Design mdma_80bx256_ram_arb, sky130hd; sources not shown.
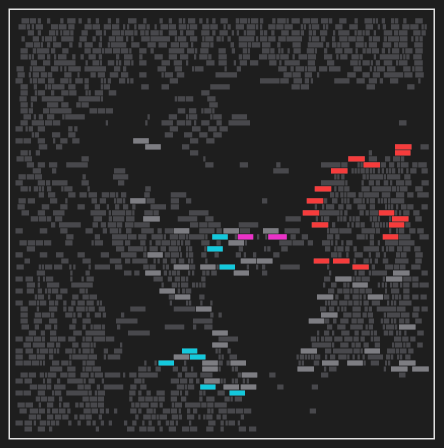
Fig. 1. Sequential cells grouped by signal name (run 1).
Other sequential cells in the stronger grey, the rest of the logic in the fainter grey.
signal	colour	placed flops
tag_adr_d	cyan	8
dbe_cnt	red	16
tag_vld_q	magenta	2
Core Util, Final: 42.1%
storage element area: 1460 µm²
Sequential Power: 2010 µW
flop share of the area: 9.81%

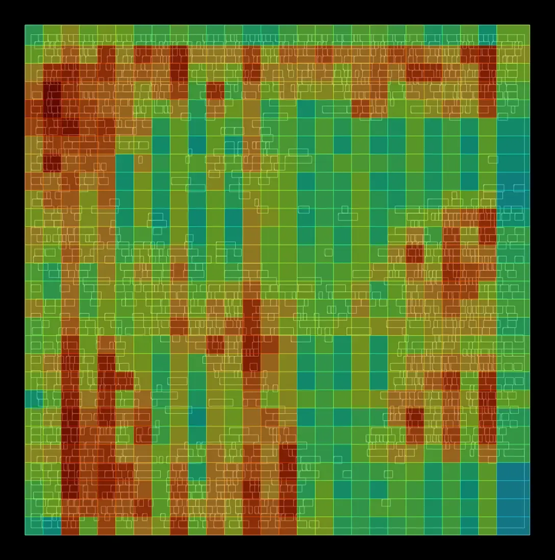
Fig. 2. Congestion heat map (run 1).
routing usage on met1: 20.1%
Total Routing Usage GR: 19.2%

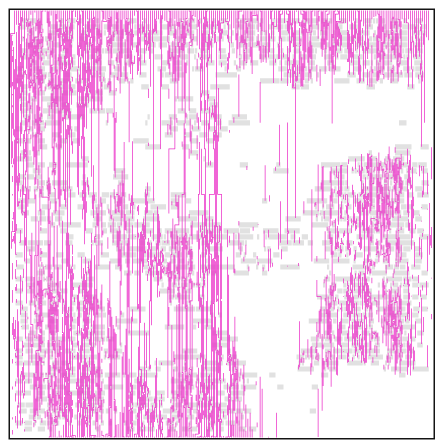
Fig. 3. Metal 2 (run 1).
Cells faint in the background.
main direction	vertical
share of all routed wire	55%
met2 Use GR: 37.0%
Routed WL: 39700 µm
Vias: 8742

==> impl_metrics.json, run 1 <==
{
  "fin_ws_ps": -761,
  "final_cell_count_no_fill": 2093,
  "ios": 491,
  "synthesis.nets": 1194,
  "comb-cell-share_pct": 32.4,
  "common_cells": "nand2_1 (269), nor2_1 (196), inv_1 (133), a21oi_1 (98), dfxtp_1 (71)",
  "top_cell": "nand2_1",
  "rsz0062_at_grt": "yes",
  "post-place-ws_ps": -1110,
  "fp.dieH_um": 194,
  "grt.busiest_layer": "met2",
  "critPathMaxStageDelay_ps": 350,
  "yosys_warnings": 0,
  "cts_buffer_depth": 2,
  "ys_seq_elements": 71,
  "fin_crit_sh_pct": 153,
  "status": "finished, violations left",
  "gp_congestion": 0.989,
  "hold_viol_final": 0,
  "async_reset_ff_share_pct": 0,
  "cts_buffers": 9,
  "clock_latency_ps": 340,
  "std_cell_rows": 69,
  "nNetsFinal": 1895,
  "layout.nonclk_buf_share_pct": 48.2,
  "comb_cells": 680,
  "violations": "setup timing",
  "whs_ps": 275,
  "synth-area-yosys_um2": 5090,
  "path_delay_family": "buffers and inverters",
  "setup_viol": 193
}
[run 1: logic make-up (layout without fill, tap and decap cells)]
logic type / count (synthesis) / count (layout)
simple gates: 517 / 519
buf+inv: 178 / 881
compound gates: 148 / 149
flops: 71 / 71
xor+xnor: 9 / 9
fa+ha+maj: 3 / 3
[run 1: power groups by stage]
stage,Clock [µW],Sequential [µW],Combinational [µW]
5_1_grt,2390,2010,1360
3_3_place_gp,0,2050,1070
3_5_place_dp,0,2050,1070
4_1_cts,2310,2010,1120
2_1_floorplan,0,2050,179
6_report,2220,2010,1280
[run 1: repair_timing]
action | in CTS | in global routing
hold endpoints to repair | 0 | 0
pin swaps | 13 | 95
endpoints found under the setup margin | 267 | 240
setup buffers | 40 | 67
resized | 700 | 747
cloned | 13 | 16
==> run 2, diff against run 1 <==
--- a/config.mk
+++ b/config.mk
@@ -7,11 +7,13 @@
 export LEC_CHECK = 0
 export ABC_AREA = 1
 export CAP_MARGIN = 20
-export CORE_AREA = 2 2 190 192
+export CELL_PAD_IN_SITES_DETAIL_PLACEMENT = 1
+export CELL_PAD_IN_SITES_GLOBAL_PLACEMENT = 1
+export CORE_AREA = 2 2 193 195
 export CTS_CLUSTER_SIZE = 20
 export DETAILED_ROUTE_END_ITERATION = 8
-export DIE_AREA = 0 0 192 194
-export PLACE_DENSITY = 0.58
+export DIE_AREA = 0 0 195 197
+export PLACE_DENSITY = 0.8
 export SLEW_MARGIN = 10
 export SYNTH_ARGS = -nofsm -noshare
 export SYNTH_HDL_FRONTEND = slang
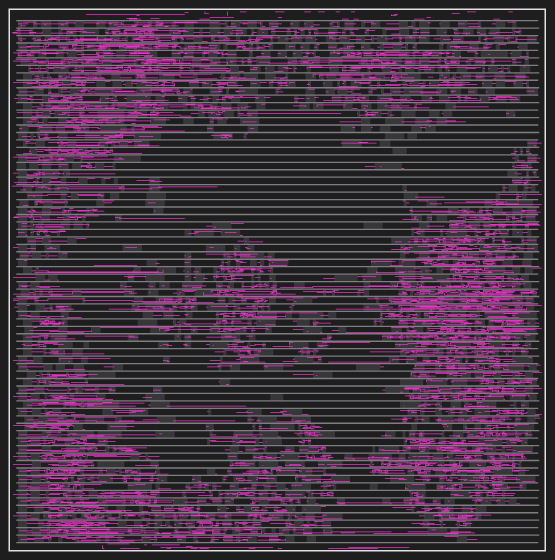
Fig. 4. Signal wires on met1 (run 2).
Supply wires on this layer in grey. Cells faint in the background.
wire length on this layer	14400 µm
nets with wire on the layer	1707
share of all routed wire	34%
Routed WL: 42100 µm
Vias: 9029
routing usage on met1: 20.3%

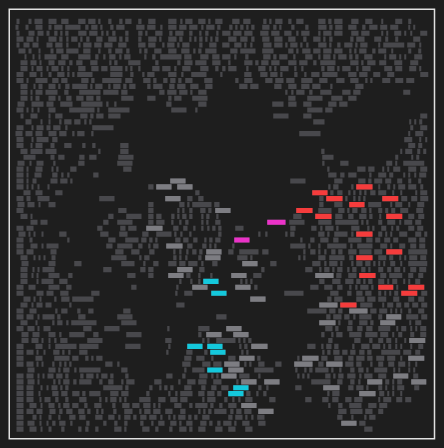
Fig. 5. Sequential cells grouped by signal name (run 2).
Other sequential cells in the stronger grey, the rest of the logic in the fainter grey.
signal	colour	placed flops
tag_vld_q	magenta	2
dbe_cnt	red	16
tag_adr_d	cyan	8
not coloured	45
flop share of the area: 10.1%
storage element area: 1470 µm²
Sequential Power: 2000 µW
Core Util, Final: 40.2%

==> impl_metrics.json, run 2 <==
{
  "clock_latency_ps": 350,
  "pg_comb_uw": 1220,
  "clk-power_uw": 2360,
  "synth_seq_share_pct": 27.9,
  "rsz0062_at_grt": "yes",
  "cts_buffers": 9,
  "power_leader": "clock",
  "yosys_warnings": 0,
  "std_cell_rows": 70,
  "async_reset_ff_share_pct": 0,
  "worstRegToRegCells": 13,
  "status": "finished, violations left",
  "hold_viol_final": 0,
  "cp-end-kind": "primary output",
  "fin_crit_sh_pct": 150,
  "grt_usage_pct": 19.5,
  "max_freq_ghz": 0.464,
  "common_cells": "nand2_1 (269), nor2_1 (196), inv_1 (133), a21oi_1 (98), dfxtp_1 (71)",
  "nNetsFinal": 1873,
  "setup_viol": 205,
  "rrSetupSlack_ps": -500,
  "whs_ps": 198,
  "fp.dieH_um": 197,
  "warnings": 28,
  "ios": 491,
  "yosys_cells": 926,
  "cts_setup_buffers": 70,
  "maxCapViolations": 0,
  "synth-area-yosys_um2": 5090,
  "grt_pass1_wl_um": 57300,
  "final_cell_count_no_fill": 2078,
  "top_cell": "nand2_1",
  "synthesis.nets": 1194,
  "compound_area_share_pct": 15.5,
  "mux_area_share_pct": 0,
  "ys_seq_elements": 71,
  "post-place-ws_ps": -1290,
  "fin_ws_ps": -717,
  "gp_congestion": 0.957,
  "ys_sh_simple_pct": 40.5,
  "cts_buffer_depth": 2,
  "violations": "setup timing",
  "ctsResizeCount": 1160
}
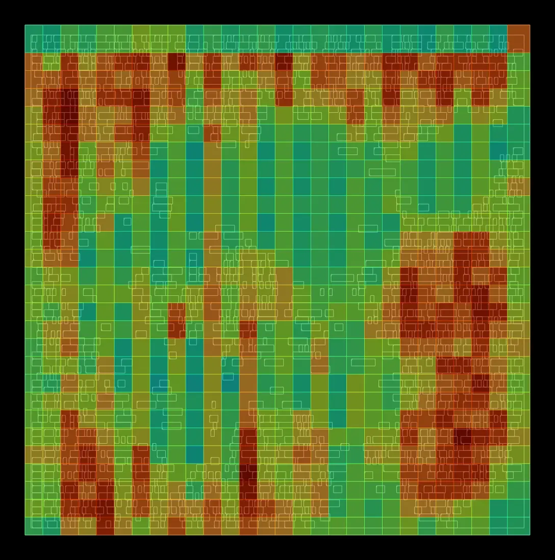
Fig. 6. Congestion heat map (run 2).
WL/cell: 20.2 µm
GR Layer Usage met3: 4.18%
GRT busiest layer: met2
met2 Use GR: 37.8%

==> run 2: cell counts after synthesis <==
Identical to the previous run, type by type.
==> run 2: critical path, cell delays in order (launching register included) <==
cell      delay, ps
dfxtp_2         350
inv_4            50
nor2_8           90
nand3_4         140
clkinv_4        100
nand2_4          60
nand2_4          80
nand2_8          90
buf_12          160
buf_12          130
buf_6           110
a21oi_2         120
buf_2           130
==> run 2: layout make-up <==
class / instances / area, µm²
inverters: 137 / 539
fillers: 4341 / 21700
repair buffers: 706 / 6780
multi-input cells: 680 / 4890
well taps: 468 / 586
clock inverters: 3 / 40.0
flip-flops and latches: 71 / 1470
clock buffers: 13 / 270
Power and IR drop assume default switching activity.
